`src/rtl/ps2_codes_pkg.sv`:
```
// PS/2 scan-code byte constants, sequence-decoder state type and default key codes
// shared by the keyboard tracking logic.
package ps2_codes_pkg;

    localparam logic [7:0] PS2_EXT    = 8'hE0;
    localparam logic [7:0] PS2_BRK    = 8'hF0;
    localparam logic [7:0] PS2_PAUSE  = 8'hE1;
    localparam logic [7:0] PS2_ACK    = 8'hFA;
    localparam logic [7:0] PS2_BAT    = 8'hAA;
    localparam logic [7:0] PS2_ECHO   = 8'hEE;
    localparam logic [7:0] PS2_RESEND = 8'hFE;
    localparam logic [7:0] PS2_ERR0   = 8'h00;
    localparam logic [7:0] PS2_ERR1   = 8'hFF;

    localparam logic [7:0] KEY_SPACE  = 8'h29;
    localparam logic [7:0] KEY_ENTER  = 8'h5A;
    localparam logic [7:0] KEY_1      = 8'h16;
    localparam logic [7:0] KEY_2      = 8'h1E;

    // Bytes that follow E1 in the Pause make sequence
    localparam logic [2:0] PAUSE_TAIL = 3'd7;

    typedef enum logic [2:0] {
        ST_IDLE,
        ST_GOT_E0,
        ST_GOT_F0,
        ST_GOT_E0F0,
        ST_SKIP
    } seq_state_t;

    function automatic logic is_ignored(input logic [7:0] b);
        return (b == PS2_ACK) || (b == PS2_BAT) || (b == PS2_ECHO) ||
               (b == PS2_RESEND) || (b == PS2_ERR0) || (b == PS2_ERR1);
    endfunction

endpackage

```
`src/rtl/ps2_seq_decoder.sv`:
```
// Turns the PS/2 byte stream into make/break events, handling E0/F0 prefixes,
// dropping the Pause sequence and abandoning stale prefixes after a timeout.
module ps2_seq_decoder
    import ps2_codes_pkg::*;
#(
    parameter int unsigned TIMEOUT_CYCLES = 250_000
) (
    input  logic       CLOCK_50,
    input  logic       reset_n,
    input  logic [7:0] rx_data,
    input  logic       rx_valid,
    output logic       evt_valid,
    output logic       evt_break,
    output logic       evt_ext,
    output logic [7:0] evt_code
);

    localparam int unsigned TW = (TIMEOUT_CYCLES > 1) ? $clog2(TIMEOUT_CYCLES) : 1;
    localparam logic [TW-1:0] TMO_LAST = TW'(TIMEOUT_CYCLES - 1);

    seq_state_t    state;
    logic [TW-1:0] tmo_cnt;
    logic [2:0]    skip_cnt;

    // Events are decoded straight from the completing byte so the tracker
    // registers them on the same edge that samples the strobe.
    always_comb begin
        evt_valid = 1'b0;
        evt_break = 1'b0;
        evt_ext   = 1'b0;
        evt_code  = rx_data;
        if (rx_valid) begin
            case (state)
                ST_IDLE: evt_valid = !(is_ignored(rx_data) || rx_data == PS2_EXT ||
                                       rx_data == PS2_BRK || rx_data == PS2_PAUSE);
                ST_GOT_E0: begin
                    evt_valid = (rx_data != PS2_BRK);
                    evt_ext   = 1'b1;
                end
                ST_GOT_F0: begin
                    evt_valid = 1'b1;
                    evt_break = 1'b1;
                end
                ST_GOT_E0F0: begin
                    evt_valid = 1'b1;
                    evt_break = 1'b1;
                    evt_ext   = 1'b1;
                end
                default: ;
            endcase
        end
    end

    always_ff @(posedge CLOCK_50) begin
        if (!reset_n) begin
            state    <= ST_IDLE;
            tmo_cnt  <= '0;
            skip_cnt <= '0;
        end else if (rx_valid) begin
            tmo_cnt <= '0;
            case (state)
                ST_IDLE: begin
                    if (rx_data == PS2_EXT) begin
                        state <= ST_GOT_E0;
                    end else if (rx_data == PS2_BRK) begin
                        state <= ST_GOT_F0;
                    end else if (rx_data == PS2_PAUSE) begin
                        state    <= ST_SKIP;
                        skip_cnt <= PAUSE_TAIL;
                    end
                end
                ST_GOT_E0:   state <= (rx_data == PS2_BRK) ? ST_GOT_E0F0 : ST_IDLE;
                ST_GOT_F0:   state <= ST_IDLE;
                ST_GOT_E0F0: state <= ST_IDLE;
                ST_SKIP: begin
                    skip_cnt <= skip_cnt - 3'd1;
                    if (skip_cnt == 3'd1) state <= ST_IDLE;
                end
                default:     state <= ST_IDLE;
            endcase
        end else if (state != ST_IDLE) begin
            if (tmo_cnt == TMO_LAST) begin
                state    <= ST_IDLE;
                tmo_cnt  <= '0;
                skip_cnt <= '0;
            end else begin
                tmo_cnt <= tmo_cnt + TW'(1);
            end
        end
    end

endmodule

```
`src/rtl/ps2_key_tracker.sv`:
```
// Tracks held state of NUM_KEYS configurable PS/2 keys and emits press,
// release and typematic-repeat pulses from the decoded scan-code events.
module ps2_key_tracker
    import ps2_codes_pkg::*;
#(
    parameter int unsigned                NUM_KEYS       = 4,
    parameter logic [NUM_KEYS*8-1:0]      KEY_CODES      = {KEY_2, KEY_1, KEY_ENTER, KEY_SPACE},
    parameter logic [NUM_KEYS-1:0]        EXT_MASK       = '0,
    parameter int unsigned                TIMEOUT_CYCLES = 250_000
) (
    input  logic                CLOCK_50,
    input  logic                reset_n,
    input  logic [7:0]          received_data,
    input  logic                received_data_en,
    input  logic                flush,
    output logic [NUM_KEYS-1:0] key_down,
    output logic [NUM_KEYS-1:0] key_press,
    output logic [NUM_KEYS-1:0] key_release,
    output logic [NUM_KEYS-1:0] key_repeat,
    output logic                any_down,
    output logic [7:0]          last_code,
    output logic                last_ext,
    output logic                last_break
);

    logic                evt_valid;
    logic                evt_break;
    logic                evt_ext;
    logic [7:0]          evt_code;
    logic [NUM_KEYS-1:0] hit;

    ps2_seq_decoder #(
        .TIMEOUT_CYCLES (TIMEOUT_CYCLES)
    ) u_seq (
        .CLOCK_50  (CLOCK_50),
        .reset_n   (reset_n),
        .rx_data   (received_data),
        .rx_valid  (received_data_en),
        .evt_valid (evt_valid),
        .evt_break (evt_break),
        .evt_ext   (evt_ext),
        .evt_code  (evt_code)
    );

    // Every slot whose code and E0 requirement match responds, so duplicates are allowed
    always_comb begin
        hit = '0;
        for (int unsigned i = 0; i < NUM_KEYS; i++) begin
            hit[i] = evt_valid && (evt_code == KEY_CODES[8*i +: 8]) && (evt_ext == EXT_MASK[i]);
        end
    end

    assign any_down = |key_down;

    always_ff @(posedge CLOCK_50) begin
        if (!reset_n) begin
            key_down    <= '0;
            key_press   <= '0;
            key_release <= '0;
            key_repeat  <= '0;
            last_code   <= '0;
            last_ext    <= 1'b0;
            last_break  <= 1'b0;
        end else begin
            key_press   <= '0;
            key_release <= '0;
            key_repeat  <= '0;
            if (evt_valid) begin
                last_code  <= evt_code;
                last_ext   <= evt_ext;
                last_break <= evt_break;
            end
            if (flush) begin
                key_down <= '0;
            end else if (evt_break) begin
                key_release <= hit & key_down;
                key_down    <= key_down & ~hit;
            end else begin
                key_press   <= hit & ~key_down;
                key_repeat  <= hit & key_down;
                key_down    <= key_down | hit;
            end
        end
    end

endmodule

```
`config.mk`:
```
export PLATFORM = sky130hd
export DESIGN_NAME = ps2_key_tracker
export DESIGN_NICKNAME = d
export VERILOG_FILES = /design/src/rtl/ps2_codes_pkg.sv /design/src/rtl/ps2_seq_decoder.sv /design/src/rtl/ps2_key_tracker.sv
export SDC_FILE = /design/constraint.sdc
export NUM_CORES = 1
export LEC_CHECK = 0
export ABC_CLOCK_PERIOD_IN_PS = 5600
export CAP_MARGIN = 20
export CORE_MARGIN = 2
export CORE_UTILIZATION = 40
export DETAILED_ROUTE_END_ITERATION = 6
export GPL_TIMING_DRIVEN = 1
export RECOVER_POWER = 50
export SYNTH_ARGS = -nofsm -noshare
export SYNTH_HDL_FRONTEND = slang
export SYNTH_SLANG_ARGS = --single-unit
```
`constraint.sdc`:
```
create_clock -name CLOCK_50 -period 5.6 [get_ports CLOCK_50]
set_clock_uncertainty 0.15 [all_clocks]
set_input_delay 1.12 -clock CLOCK_50 [delete_from_list [all_inputs] [get_ports CLOCK_50]]
set_output_delay 1.12 -clock CLOCK_50 [all_outputs]
set_load 0.01 [all_outputs]
```
Fig. 1: run 1, sequential cells colored by netlist name
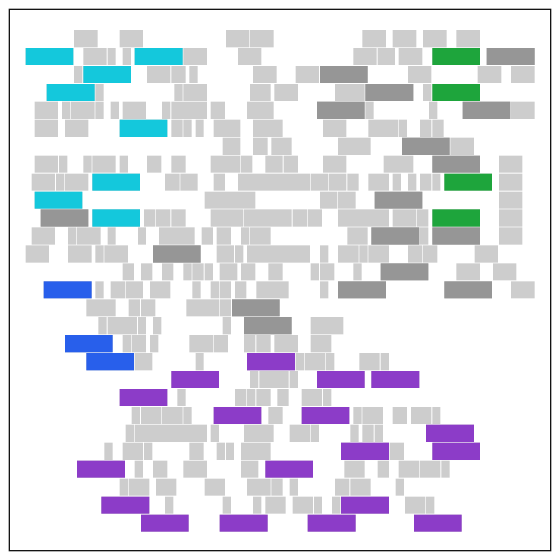
u_seq.tmo_cnt -> purple  # placed flops 18
key_repeat -> green  # placed flops 4, where top right
last_code -> cyan  # placed flops 8, where top left
u_seq.skip_cnt -> blue  # placed flops 3
not colored = 17
P_seq: 0.366 mW
Final Util: 50.32%
register area: 0.001001 sq mm
Seq/total area: 33.80%

Fig. 2: run 1, close-up of the layout
Scale bar: 20 microns. Region (0, 0) to (50, 50) microns. Cells in gray, sequential cells in the stronger gray; small squares are vias.
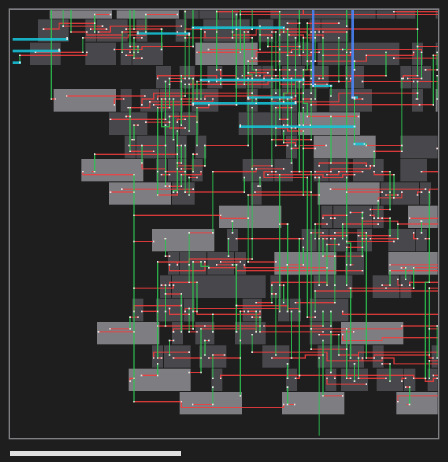
metal 2 -> green
metal 3 -> cyan
metal 1 -> red
metal 4 -> blue
sequential cells in the window = 17
cells with their middle in the window = 127
netlist names of flops here include = u_seq.tmo_cnt (11), u_seq.skip_cnt (3), u_seq.state (3)
most frequent = nor2_1 (22), nand2_1 (17), dfxtp_1 (17)

Fig. 3: run 1, wiring heat map
Scale bar: 20 microns. 16 x 16 tiles, from black (low) to pale yellow (high), scaled to the fullest tile. Values are wire area over tile area, all layers added.
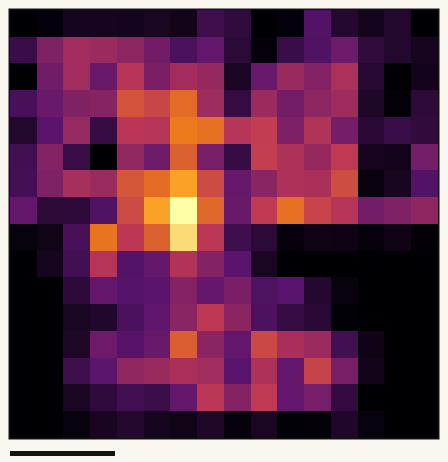
tiles over half the peak = 11%
mean over tiles = 0.11
fullest tile = 0.48
densest ninth of the die = middle
nearly empty tiles = 21%
GR Util All Layers: 15.56%
Vias: 1,945
wirelength, routed: 4867 microns
WL/cell: 12.94 microns

==> flow_summary_export.csv, run 1 <==
group,metric,value,unit
run_status,status,"complete, no violations",
logic_synthesis,syn_area_per_cell,9.082,sq um
setup_path,crit_path_end_kind,"register",
sta,rsz0062_at_grt,"no",
sta,min_period_over_period,61.39,%
pwr,p_leak,1.128,nW
logic_synthesis,common_cells,"dfxtp_1 (50), nand2_1 (39), nor2_1 (31)",
clocking,postCtsHoldBufs,0,
grt,grtUsageMet1,21.50,%
logic_synthesis,synth_flops,50,
logic_synthesis,synth.distinct_cells,60,
logic_synthesis,seq_area_frac_synth,41.28,%
grt,grt_antenna_before_repair,0,
logic_synthesis,synth-edff-count,0,
grt,grtUsageMet3,3.736,%
job,warning_count,27,
placement,dpl_worst_slack,2.022,ns
worst_hold_path,min_path_type,"register to register",
clocking,h-tree-depth,2,
sta,holdWs,0.3129,ns
drt,drt_iter0_drc,77,
sta,min_period,3.438,ns
placement,placed_area,0.002831,sq mm
grt,grt_max_degree,25,
placement,port_buffers,38,
grt,grt.busiest_layer,"met2",
logic_synthesis,area_leaders,"dfxtp_1 (41%), nand2_1 (6.0%), nor2_1 (4.8%)",
final_layout,layout.nets,315,
drt,m1WireLength,2490,microns
setup_path,setup.worst_path.start_class,"input port",
logic_synthesis,async_flop_share,0,%
floorplanning,fp_util,41.20,%
grt,use_met2,23.82,%
drt,routed.top_layer,"met4",
pwr,ir_worst_vdd,0.1151,mV
drt,ant_nets,0,
drt,dr.pass1.iters,7,
floorplanning,rows,28,
pwr,total_power,0.7326,mW
final_layout,lay_top_count,"dfxtp_1",
logic_synthesis,synth_dominant_cell_count,"dfxtp_1",
logic_synthesis,ys_cells,267,
floorplanning,fp.dieW,81.86,microns
logic_synthesis,synthCells,267,
grt,grt_pass1_vias,1761,
placement,place.gp.congestion,0.7552,
placement,placed_cells,368,
logic_synthesis,top_cell_area_share,41.28,%
logic_synthesis,ys.flop_type,"dfxtp_1",
drt,drc_errors,0,
sta,setup_tns,0,ns
sta,maxSlewHeadroom,44.79,%
final_layout,drive_above_1_share,8.638,%
clocking,clkSinkCount,50,
setup_path,cpMaxStageDelayCell,"nor3_1",
clocking,postCtsSetupRepairBufs,0,
setup_path,path_class,"input port to register",
grt,grt_pass1_wl,8142,microns
logic_synthesis,synth_warnings,0,
final_layout,final_cell_mix,"dfxtp_1 (50), nand2_1 (40), nor2_1 (31)",
logic_synthesis,yosysTopAreaCell,"dfxtp_1",
pwr,cellPowerDensity,247.4,mW/mm^2
placement,hpwl,3592,microns
final_layout,final_cell_area,0.002962,sq mm
drt,wl_met3,200,microns
sta,hold_viol_final,0,
floorplanning,ios,39,
clocking,cts_tree,"done",
setup_path,path_max_fanout,9,
floorplanning,core,0.005886,sq mm
clocking,root_buffer,"clkbuf_8",
clocking,cts-resized-gates,0,
setup_path,crit_chain,"clkdlybuf4s50_1, or3_4, nor3_1, a311oi_4, o211ai_4, nor2_1",
logic_synthesis,ys_chip_area,0.002425,sq mm
job,drv_cap,0,
sta,setup_viol,0,
final_layout,nFillCells,583,
drt,routed-wl-met2,2122,microns
drt,viasPerCell,5.173,
sta,worst_slack,2.162,ns
sta,worst_pin_slew,0.8254,ns
grt,overflow,0,
final_layout,area_growth,22.14,%
setup_path,slowest_delay,0.60,ns
setup_path,worstPathArrival,3.47,ns
sta,slew_violations,0,
final_layout,stdcell_count,376,
sta,fmax,290.9,MHz
setup_path,worstPathRequired,5.64,ns
clocking,cts_made_buffers,5,
clocking,clock_latency,0.30,ns
floorplanning,chipArea,0.006701,sq mm
clocking,clock_path_buffers,2,
final_layout,diodes,0,
logic_synthesis,syn_area,0.002425,sq mm
floorplanning,fp.dieH,81.86,microns
logic_synthesis,fp_nets,282,
clocking,cts.reportedPaths.clkPinSlew,0.10,ns
## run 1: worst max-delay path: cells and delay by family
family / cells / cell delay (ns)
compound gates: 2 / 0.69
buf+inv: 1 / 0.53
simple gates: 3 / 1.13
## run 1: power by group
part | switching, mW | total [mW] | internal (mW)
clock | 0.122 | 0.301 | 0.179
sequential | 0.00478 | 0.366 | 0.362
combinational | 0.0368 | 0.0654 | 0.0286
## run 1: area by class of cell
| type | count | area [sq um] | share of cell area, % |
|---|---|---|---|
| Tap cell | 75 | 93.84 | 3.169 |
| Multi-Input combinational cell | 197 | 1319 | 44.53 |
| Clock buffer | 5 | 68.82 | 2.324 |
| Clock inverter | 3 | 68.82 | 2.324 |
| Sequential cell | 50 | 1001 | 33.80 |
| Timing Repair Buffer | 38 | 380.4 | 12.84 |
| Inverter | 8 | 30.03 | 1.014 |
## run 1: flip-flops by register name, indices dropped and copies added, names as in the netlist, named ones only
register and cells:
last_ext 1, last_code 8, u_seq.skip_cnt 3, last_break 1, key_release 4, key_press 4, u_seq.tmo_cnt 18, key_repeat 4
u_seq.state 3
## run 1: worst paths after layout
| path | endpoint | slack [ns] | startpoint | depth (start not counted) |
|---|---|---|---|---|
| setup / recovery | key_repeat[2] | 2.16 | received_data[1] | 6 |
| hold / removal | last_code[1] | 0.31 | last_code[1] | 2 |
| setup reg to reg | u_seq.skip_cnt[1] | 3.17 | u_seq.tmo_cnt[5] | 5 |
| hold reg to reg | last_code[1] | 0.31 | last_code[1] | 2 |
## run 1: cell families after synthesis
group	Yosys count	share of synthesized area [%]
buffers and inverters	20	4.025
flip-flops	50	41.28
AND/OR/NAND/NOR	135	31.63
adder cells (fa/ha/maj)	3	1.548
multiplexers	9	3.715
XOR/XNOR	17	6.140
AND-OR/OR-AND	33	11.66
==> run 1 -> run 2 <==
--- a/config.mk
+++ b/config.mk
@@ -5,7 +5,7 @@
 export SDC_FILE = /design/constraint.sdc
 export NUM_CORES = 1
 export LEC_CHECK = 0
-export ABC_CLOCK_PERIOD_IN_PS = 5600
+export ABC_CLOCK_PERIOD_IN_PS = 3500
 export CAP_MARGIN = 20
 export CORE_MARGIN = 2
 export CORE_UTILIZATION = 40
==> constraint.sdc (replaced) <==
create_clock -name CLOCK_50 -period 3.5 [get_ports CLOCK_50]
set_clock_uncertainty 0.15 [all_clocks]
set_input_delay 0.7 -clock CLOCK_50 [delete_from_list [all_inputs] [get_ports CLOCK_50]]
set_output_delay 0.7 -clock CLOCK_50 [all_outputs]
set_load 0.01 [all_outputs]
Fig. 4: run 2, placement view
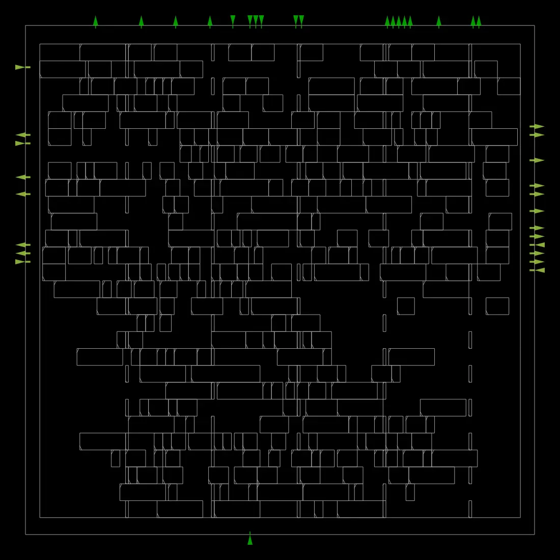
Core ar.: 0.005886 sq mm
Final Util: 50.19%
n_taps: 75
row count: 28

==> run 2 against run 1 <==
Area after synthesis stayed put. Global-route usage increased by 0.30 points. Hold slack got worse by 0.00063 ns. Critical path type unchanged. Non-clock buffer count up 3. Critical endpoint unchanged. Wire length increased by 1.6%. Highest routed layer unchanged.
==> flow_summary_export.csv, run 2 <==
group,metric,value,unit
logic_synthesis,synth_warnings,0,
clocking,clock_latency,0.31,ns
clocking,cts-resized-gates,0,
sta,fmax,325.3,MHz
job,warning_count,27,
drt,drc_errors,0,
setup_path,slowest_delay,0.64,ns
job,drv_cap,0,
drt,viasPerCell,5.082,
final_layout,final_cell_mix,"dfxtp_1 (50), nand2_1 (40), nor2_1 (31)",
final_layout,layout.nets,318,
setup_path,path_max_fanout,9,
drt,wl,4943,microns
logic_synthesis,synthAoiAreaFrac,11.66,%
logic_synthesis,ys_cells,267,
logic_synthesis,synth_dominant_cell_count,"dfxtp_1",
logic_synthesis,fp_nets,282,
sta,setup_viol,0,
logic_synthesis,synth_flops,50,
pwr,comb_power_share,9.7,%
drt,ant_nets,0,
final_layout,area_growth,21.83,%
logic_synthesis,common_cells,"dfxtp_1 (50), nand2_1 (39), nor2_1 (31)",
pwr,power_frac_seq,53.0,%
setup_path,setup.worst_path.start_class,"input port",
sta,min_period_over_period,87.83,%
floorplanning,chipArea,0.006701,sq mm
grt,grt_max_degree,25,
pwr,powerSeq,0.586,mW
placement,port_buffers,38,
placement,place.gp.congestion,0.7769,
setup_path,cpMaxStageDelayCell,"nor3_1",
clocking,postCtsSetupRepairBufs,0,
final_layout,diodes,0,
sta,worst_pin_slew,0.8190,ns
floorplanning,fp_util,41.20,%
logic_synthesis,fa_ha_area_share,1.548,%
logic_synthesis,ys_chip_area,0.002425,sq mm
logic_synthesis,synth.distinct_cells,60,
setup_path,path_class,"input port to register",
final_layout,regMostFlops,"u_seq.tmo_cnt",
grt,grt.total_usage,15.86,%
pwr,pg_clk,0.413,mW
placement,hpwl,3585,microns
grt,grt_pass1_vias,1664,
worst_hold_path,min_path_type,"register to register",
clocking,clock_path_buffers,2,
pwr,p_comb,0.108,mW
setup_path,crit_chain,"clkdlybuf4s50_1, or3_4, nor3_1, a311oi_4, o211ai_4, nor2_1",
logic_synthesis,logic_family,"simple AND/OR/NAND/NOR gates",
logic_synthesis,ys.flop_type,"dfxtp_1",
floorplanning,fp.dieH,81.86,microns
clocking,cts_tree,"done",
clocking,postCtsHoldBufs,0,
logic_synthesis,area_leaders,"dfxtp_1 (41%), nand2_1 (6.0%), nor2_1 (4.8%)",
clocking,cts.reportedPaths.clkPinSlew,0.10,ns
sta,setup_tns,0,ns
logic_synthesis,yosysTopAreaCell,"dfxtp_1",
clocking,root_buffer,"clkbuf_8",
floorplanning,ios,39,
final_layout,nFillCells,564,
pwr,power_frac_clock,37.3,%
logic_synthesis,mux_area_share,3.715,%
logic_synthesis,simple_gate_area_share,31.63,%
run_status,status,"complete, no violations",
drt,dr.pass1.iters,4,
logic_synthesis,synth-edff-count,0,
grt,overflow,0,
logic_synthesis,top_cell_area_share,41.28,%
sta,min_period,3.074,ns
final_layout,drive_above_1_share,9.211,%
clocking,h-tree-depth,2,
final_layout,top_regs,"u_seq.tmo_cnt: 18 flops, last_code: 8 flops",
drt,wl_per_cell,13.04,microns
setup_path,path_buffers,1,
pwr,switchingPower,0.2676,mW
pwr,p_leak,1.124,nW
setup_path,worstPathRequired,3.54,ns
drt,vias,1926,
floorplanning,fp.dieW,81.86,microns
pwr,ir_worst_vdd,0.1803,mV
final_layout,lay_top_count,"dfxtp_1",
logic_synthesis,seq_area_frac_synth,41.28,%
sta,maxSlewHeadroom,44.98,%
logic_synthesis,synthCells,267,
logic_synthesis,syn_area_per_cell,9.082,sq um
pwr,power.group.top,"registers",
sta,slew_violations,0,
sta,holdWs,0.3123,ns
logic_synthesis,syn_area,0.002425,sq mm
final_layout,largest_register_ffs,18,
setup_path,cp_top_family,"simple AND/OR/NAND/NOR gates",
logic_synthesis,synthXorXnorAreaFrac,6.140,%
sta,hold_viol_final,0,
setup_path,worstPathArrival,3.11,ns
drt,drt_iter0_drc,137,
pwr,swShare,24.17,%
clocking,cts_made_buffers,5,
setup_path,crit_path_end_kind,"register",
grt,grt_antenna_before_repair,0,
sta,rsz0062_at_grt,"no",
logic_synthesis,async_flop_share,0,%
grt,grt_pass1_wl,8183,microns
pwr,cellPowerDensity,374.7,mW/mm^2
pwr,p_int,0.8392,mW
clocking,clkSinkCount,50,
[run 2: final cells by class]
cell class              instances  area (sq um)  share of cell area, %
clock buffers                   5         68.82                  2.330
well taps                      75         93.84                  3.177
flip-flops and latches         50          1001                  33.88
inverters                       8         30.03                  1.017
repair buffers                 41         402.9                  13.64
multi-input cells             197          1313                  44.43
clock inverters                 3         45.04                  1.525
[run 2: path summary, 6_finish.rpt]
path / cells past startpoint / endpoint / slack (ns) / startpoint
max: 6 / key_repeat[2] / 0.43 / received_data[1]
min: 2 / last_code[2] / 0.31 / last_code[2]
max reg2reg: 5 / u_seq.skip_cnt[1] / 0.99 / u_seq.tmo_cnt[5]
min reg2reg: 2 / last_code[2] / 0.31 / last_code[2]
[run 2: logic make-up (layout without fill, tap and decap cells)]
logic type	Yosys count	in the layout
xor+xnor	17	17
flops	50	50
compound gates	33	33
mux	9	9
fa+ha+maj	3	3
simple gates	135	135
buf+inv	20	57
[run 2: through the flow]
step	area, sq um	utilization [%]	setup slack (ns)	instances	total power, mW
final	2954	50.19	0.4258	379	1.107
after global routing	2954	50.19	0.2944	379	1.158
after CTS	2968	50.43	0.6487	379	1.125
after detailed placement	2854	48.49	0.3225	371	0.7107
after global placement	2854	48.49	0.3131	371	0.7108
after floorplan	2425	-	1.082	267	0.6668
[run 2: routing by layer]
| metal | up-vias | share of wire [%] | GRT usage [%] |
|---|---|---|---|
| met2 | 39 | 42 | 22.68 |
| met1 | 861 | 52 | 23.21 |
| met4 | 0 | 1.3 | 5.500 |
| met5 | - | 0 | 0 |
| li1 | 1020 | - | - |
| met3 | 6 | 4.3 | 3.626 |
[run 2: worst register-to-register path, stage by stage (launching register included)]
cell and delay [ns]:
dfxtp_1 0.35, or4b_1 0.53, nor4_1 0.41, a31oi_1 0.22, nand2_1 0.53, o22ai_1 0.18
No activity file was given, so power comes from the tool's default toggle rates.
